===== config.mk =====
export PLATFORM = sky130hd
export DESIGN_NAME = branch_resolver
export DESIGN_NICKNAME = d
export VERILOG_FILES = /design/src/rtl/branch_pkg.sv /design/src/rtl/branch_cond_eval.sv /design/src/rtl/branch_resolver.sv
export SDC_FILE = /design/constraint.sdc
export NUM_CORES = 1
export LEC_CHECK = 0
export CORE_MARGIN = 2
export CORE_UTILIZATION = 50
export DETAILED_ROUTE_END_ITERATION = 10
export PLACE_DENSITY = 0.81
export SLEW_MARGIN = 0
export SYNTH_ARGS = -nofsm -noshare
export SYNTH_HDL_FRONTEND = slang
export SYNTH_SLANG_ARGS = --single-unit

===== constraint.sdc =====
create_clock -name clk -period 7.6 [get_ports clk]
set_clock_uncertainty 0.2 [all_clocks]
set_input_delay 0.76 -clock clk [delete_from_list [all_inputs] [get_ports clk]]
set_output_delay 0.76 -clock clk [all_outputs]
set_load 0.01 [all_outputs]

===== src/rtl/branch_pkg.sv =====
// rtl/branch_pkg.sv - condition codes and FSM encoding shared by the branch resolver
package branch_pkg;

  localparam logic [2:0] COND_EQ = 3'd0;
  localparam logic [2:0] COND_NE = 3'd1;
  localparam logic [2:0] COND_LT = 3'd2;
  localparam logic [2:0] COND_GE = 3'd3;
  localparam logic [2:0] COND_LE = 3'd4;
  localparam logic [2:0] COND_GT = 3'd5;
  localparam logic [2:0] COND_AL = 3'd6;
  localparam logic [2:0] COND_NV = 3'd7;

  typedef enum logic [1:0] {
    IDLE = 2'd0,
    CMP  = 2'd1,
    DONE = 2'd2
  } state_t;

endpackage


===== src/rtl/branch_cond_eval.sv =====
// rtl/branch_cond_eval.sv - Z/N decode of the comparator difference and condition evaluation
module branch_cond_eval
  import branch_pkg::*;
#(
  parameter int WIDTH = 32
) (
  input  logic [WIDTH-1:0] comp,
  input  logic [2:0]       cond,
  output logic             taken
);

  logic z;
  logic n;

  // The difference is treated as signed with no overflow correction: the sign bit is LT.
  assign z = (comp == '0);
  assign n = comp[WIDTH-1];

  always_comb begin
    taken = 1'b0;
    case (cond)
      COND_EQ: taken = z;
      COND_NE: taken = !z;
      COND_LT: taken = n;
      COND_GE: taken = !n;
      COND_LE: taken = z | n;
      COND_GT: taken = !z & !n;
      COND_AL: taken = 1'b1;
      COND_NV: taken = 1'b0;
      default: taken = 1'b0;
    endcase
  end

endmodule


===== src/rtl/branch_resolver.sv =====
// rtl/branch_resolver.sv - branch request FSM driving the comparator; optional counters under BRANCH_RESOLVER_STATS_EN
module branch_resolver
  import branch_pkg::*;
#(
  parameter int WIDTH = 32
) (
  input  logic             clk,
  input  logic             rst,
  input  logic             br_req,
  input  logic [2:0]       cond,
  input  logic [WIDTH-1:0] br_target,
  input  logic [WIDTH-1:0] pc_next,
  input  logic [WIDTH-1:0] comp,
  output logic             compen,
  output logic             br_ack,
  output logic             br_taken,
  output logic [WIDTH-1:0] pc_out
`ifdef BRANCH_RESOLVER_STATS_EN
  ,
  output logic [15:0]      br_count,
  output logic [15:0]      taken_count
`endif
);

  state_t           state_q;
  state_t           state_d;
  logic [2:0]       cond_q;
  logic [WIDTH-1:0] target_q;
  logic [WIDTH-1:0] pcn_q;
  logic             taken;

  branch_cond_eval #(.WIDTH(WIDTH)) u_cond_eval (
    .comp  (comp),
    .cond  (cond_q),
    .taken (taken)
  );

  always_ff @(posedge clk or posedge rst) begin
    if (rst) state_q <= IDLE;
    else     state_q <= state_d;
  end

  always_comb begin
    state_d = state_q;
    case (state_q)
      IDLE:    if (br_req) state_d = CMP;
      CMP:     state_d = DONE;
      DONE:    state_d = IDLE;
      default: state_d = IDLE;
    endcase
  end

  // AL/NV leave the comparator untouched so its stored value survives.
  always_comb begin
    compen = 1'b0;
    br_ack = 1'b0;
    if (state_q == CMP)  compen = (cond_q <= COND_GT);
    if (state_q == DONE) br_ack = 1'b1;
  end

  always_ff @(posedge clk or posedge rst) begin
    if (rst) begin
      cond_q   <= '0;
      target_q <= '0;
      pcn_q    <= '0;
      br_taken <= 1'b0;
      pc_out   <= '0;
    end else begin
      if (state_q == IDLE && br_req) begin
        cond_q   <= cond;
        target_q <= br_target;
        pcn_q    <= pc_next;
      end
      if (state_q == CMP) begin
        br_taken <= taken;
        pc_out   <= taken ? target_q : pcn_q;
      end
    end
  end

`ifdef BRANCH_RESOLVER_STATS_EN
  always_ff @(posedge clk or posedge rst) begin
    if (rst) begin
      br_count    <= '0;
      taken_count <= '0;
    end else if (state_q == CMP) begin
      if (br_count != 16'hFFFF) br_count <= br_count + 16'd1;
      if (taken && taken_count != 16'hFFFF) taken_count <= taken_count + 16'd1;
    end
  end
`endif

endmodule


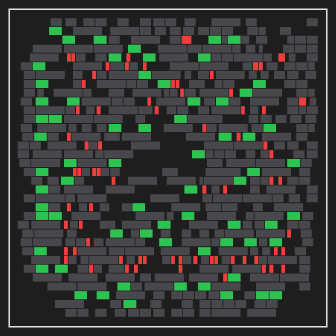
*Selected gate families, run 1*
| color | family | cells | where |
|---|---|---|---|
| green | multiplexers | 67 | widely spread |
| red | NAND gates | 70 | widely spread |
Comb/total area: 0.281
fin cells: 588
Commonest Layout Cell: clkdlybuf4s50_1

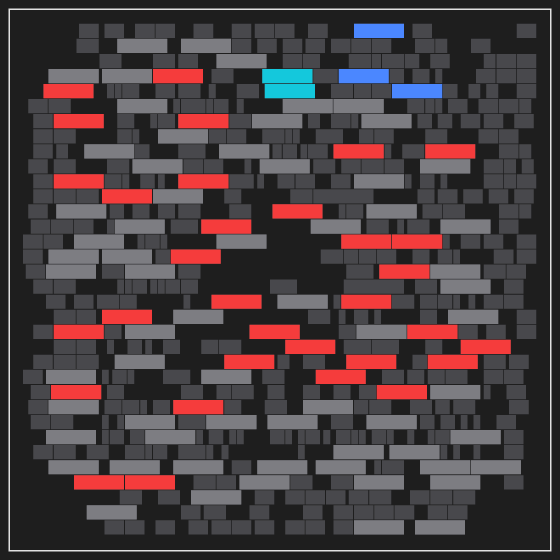
*Sequential cells grouped by signal name, run 1*
Other sequential cells in the stronger gray, the rest of the logic in the fainter gray.
| color | name in the netlist | placed flops |
|---|---|---|
| red | pcn_q | 32 |
| blue | cond_q | 3 |
| cyan | state_q | 2 |
not colored: 65

==> qor.txt, run 1 <==
Tcrit/Tclk final - 0.487
Vias/cell - 5.65
post-synth top area cell - dfrtp_1
Crit Reg-Reg Startpoint - cond_q[2]$_DFFE_PP0P_
RSZ-0062 raised after global routing - no
routed length on met3 - 597 um
Non-clk invs - 2
total core area - 8590 sq um
mean post-synth cell area - 12.3 sq um
post-CTS setup buffers - 0
met1 wire length - 4350 um
worst setup path class - in -> reg
switching portion of total power - 0.305
sequential power - 0.820 mW
Top class by area - flip-flops and latches
post-synth net total - 457
final worst slack - 3.90 ns
Die Span Y - 97.6 um
placed cell count - 572
CTS Buffer Depth - 2
hold path cells - 2
Starting DRT DRC Count - 171
fp util - 0.510
Worst Tran Pin Value - 1.22 ns
Non-clock buffer share - 0.232
flop share of the area - 0.425
Crit path depth - 6
Buffers excl. clock - 140
Min Hold Slack - 0.305 ns
die area - 9530 sq um
DR WL met2 - 5090 um
flop2flop setup slack - 4.35 ns
Async SR Flop Fraction - 1.00
drt first pass iters - 4
highest routed layer - met4
combinational gates - 220
Worst setup EP type - register
nets@finish - 577
comb pwr - 0.594 mW
CTS tree - yes
most used routing layer - met2
Power Total - 1.80 mW
cell area after layout - 6010 sq um
sequential power share - 0.457
DRC viols - 0
endpoints failing hold - 0
top cell type by instance count after synthesis - dfrtp_1
# rows - 34
arrival time worst endpoint - 3.69 ns
layout cells sized above 1 - 0.198
Final setup viols - 0
tool warning count - 26
fmax - 270 MHz
post-synthesis register bit count - 102
vias in the first global route - 3,451
registers - 102
CP max stage delay - 1.05 ns
initial antenna violation count - 0
flip-flop and latch area - 2550 sq um
largest delay contributor family on the critical path - AND-OR/OR-AND gates
Hold Path Class - reg -> reg
# Taps - 108
worst path bufs/invs - 1
status - finished clean
routability cong. - 0.739
setup_tns - 0 ns
DR WL/cell - 17.5 um
final WL - 10,300 um
Synth Cell Area - 4380 sq um
minimum clock period after layout - 3.70 ns
internal power - 1.25 mW
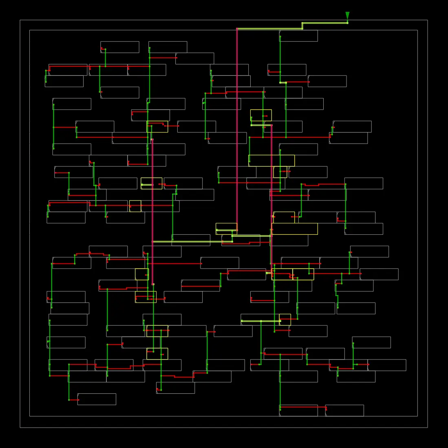
*Clock nets, run 1*
TritonCTS Buffers: 9
Clock Buffer Count: 10
worst skew pair latency: 0.35 ns

-- run 1: cell usage in the layout, fill, tap and decap left out, drive strengths merged --
cell type,n
or3,1
nor2,1
dfrtp,102
clkinvlp,2
mux2,67
nand2b,1
nand3,1
nor3b,1
o311ai,32
or3b,1
nor4,8
a21o,1
nand2,66
nor3,1
nor2b,1
o21a,1
o21ai,2
nand4,2
clkbuf,10
o211ai,32
inv,4
a21oi,1
bufinv,2
clkdlybuf4s50,136
buf,4
-- run 1: state kept, by name, summed over array words and instances, names as in the netlist --
signal,flops
br_taken,1
pcn_q,32
pc_out,32
state_q,2
target_q,32
cond_q,3
-- run 1: cell families after synthesis --
group	share of synthesized area
flip-flops	0.582
AND/OR/NAND/NOR	0.0819
AND-OR/OR-AND	0.128
multiplexers	0.172
buffers and inverters	0.0357
### Floorplan with the power grid, run 1

Pins as bars on the die edge.
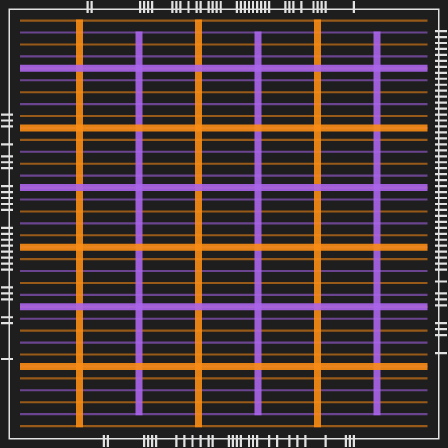

--- run 2 (diff from run 1) ---
--- a/config.mk
+++ b/config.mk
@@ -6,9 +6,9 @@
 export NUM_CORES = 1
 export LEC_CHECK = 0
 export CORE_MARGIN = 2
-export CORE_UTILIZATION = 50
+export CORE_UTILIZATION = 47
 export DETAILED_ROUTE_END_ITERATION = 10
-export PLACE_DENSITY = 0.81
+export PLACE_DENSITY = 0.77
 export SLEW_MARGIN = 0
 export SYNTH_ARGS = -nofsm -noshare
 export SYNTH_HDL_FRONTEND = slang
==> constraint.sdc (replaced) <==
create_clock -name clk -period 3.6 [get_ports clk]
set_clock_uncertainty 0.2 [all_clocks]
set_input_delay 0.36 -clock clk [delete_from_list [all_inputs] [get_ports clk]]
set_output_delay 0.36 -clock clk [all_outputs]
set_load 0.01 [all_outputs]
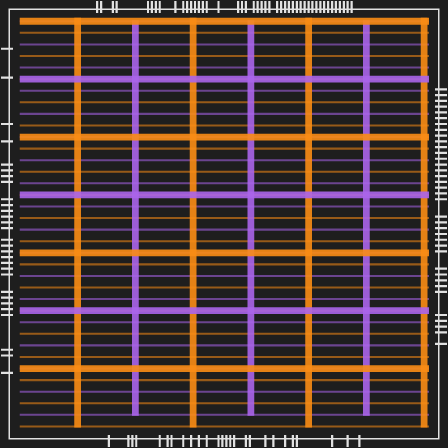
*Floorplan with the power grid, run 2*
Pins as bars on the die edge.
| color | net |
|---|---|
| orange | VSS |
| purple | VDD |
rows: 35
signal pins: 137
met1 rails: 36
met5 straps: 7

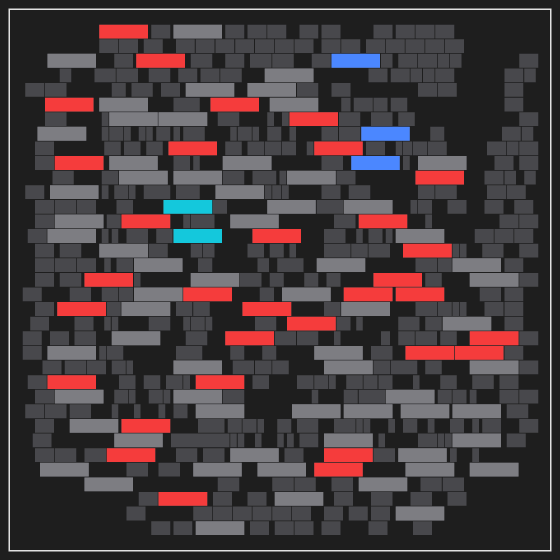
*Sequential cells grouped by signal name, run 2*
Other sequential cells in the stronger gray, the rest of the logic in the fainter gray.
sequential power: 1.75 mW
flop share of the area: 0.423
Layout Utilization: 0.659
flip-flop and latch area: 2550 sq um

==> run 2 against run 1 <==
Effect of this change: final cell count increased by 1.5%; synthesized area unchanged; sequential power increased by 110%; sequential cell count unchanged; critical endpoint is now compen; largest cell class unchanged.
==> qor.txt, run 2 <==
Die Span Y - 101 um
Dominant comb cell - multiplexers
P_sw - 1.18 mW
most used routing layer - met2
routed length on met3 - 626 um
arrival time worst endpoint - 2.18 ns
largest delay contributor family on the critical path - buffers and inverters
Crit Reg-Reg Startpoint - state_q[1]$_DFFE_PP0P_
die area - 10,100 sq um
tool warning count - 26
sequential power share - 0.466
TritonCTS Buffers - 9
placed cell count - 581
combinational gates - 220
# rows - 35
internal power - 2.57 mW
IO buf count - 136
Crit path depth - 3
Commonest Layout Cell - clkdlybuf4s50_1
Resize count post-CTS - 0
biggest registers after layout - pc_out (32), pcn_q (32), target_q (32)
Async SR Flop Fraction - 1.00
CP max stage delay - 0.57 ns
drt first pass iters - 4
Post-DRT Antenna Nets - 0
FA/HA/MAJ Cells, Area Fraction - 0
final worst slack - 0.856 ns
mean post-synth cell area - 12.3 sq um
worst path bufs/invs - 1
number of enable flip-flop cells - 0
post-synthesis register bit count - 102
met1 wire length - 4260 um
comb pwr - 1.27 mW
Buffers excl. clock - 146
initial antenna violation count - 0
Vias/cell - 5.63
Final setup viols - 0
most frequently placed logic cells in the final layout - 136 x clkdlybuf4s50_1, 102 x dfrtp_1, 67 x mux2_2
status - finished clean
worst setup path class - reg -> out
Non-clock buffer share - 0.238
Non-clk invs - 2
Comb/total area - 0.280
vias in the first global route - 3,388
RSZ-0062 raised after global routing - no
Starting DRT DRC Count - 136
minimum clock period after layout - 2.74 ns
Hold Path Class - in -> async
ao+oa area frac - 0.128
combinational power share - 0.339
nets@finish - 583
fin cells - 597
CTS Buffer Depth - 2
post-synth top area cell - dfrtp_1
routability cong. - 0.784
setup_tns - 0 ns
Synth Cell Area - 4380 sq um
total core area - 9150 sq um
final WL - 10,200 um
Simple-Gate Area Share - 0.0819
# Taps - 111
post-CTS setup buffers - 0
pre-CTS setup slack - 0.610 ns
highest routed layer - met4
Tcrit/Tclk final - 0.762
layout cells sized above 1 - 0.206
top cell type by instance count after synthesis - dfrtp_1
Worst setup EP type - output pin
fp util - 0.479
Worst Tran Pin Value - 0.958 ns
DR WL met2 - 5080 um
flop2flop setup slack - 0.88 ns
CTS tree - yes
DR WL/cell - 17.0 um
fmax - 364 MHz
DRC viols - 0
endpoints failing hold - 0
Top class by area - flip-flops and latches
MUX area fraction - 0.172
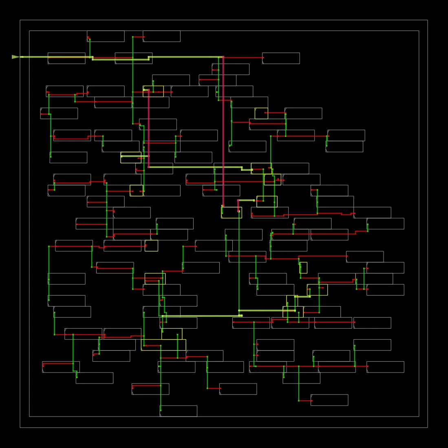
*Clock nets, run 2*
registers: 102
Clock Buffer Count: 9
worst skew pair latency: 0.36 ns
Clock Sinks: 102
clock network power: 0.734 mW

run 2: cell types whose count changed in the layout (fill, tap and decap cells not counted):
cell | previous run | this run
clkinv_4 | 0 | 1
nand2b_1 | 0 | 1
clkbuf_8 | 10 | 9
clkinvlp_4 | 2 | 1
clkinv_2 | 0 | 1
inv_8 | 0 | 1
buf_4 | 4 | 10
bufinv_16 | 2 | 1
nand2b_2 | 1 | 0
run 2: through the flow:
stage | util | area, sq um | total power [mW] | hold slack (ns)
after detailed placement | 0.637 | 5830 | 3.05 | 0.290
final | 0.659 | 6030 | 3.75 | 0.256
after CTS | 0.659 | 6030 | 3.79 | 0.269
after global placement | 0.637 | 5830 | 3.00 | 0.280
after global routing | 0.659 | 6030 | 3.98 | 0.316
after floorplan | - | 4380 | 2.40 | 0.275
Power figures rest on the tool's default switching activity, not on a simulated workload.
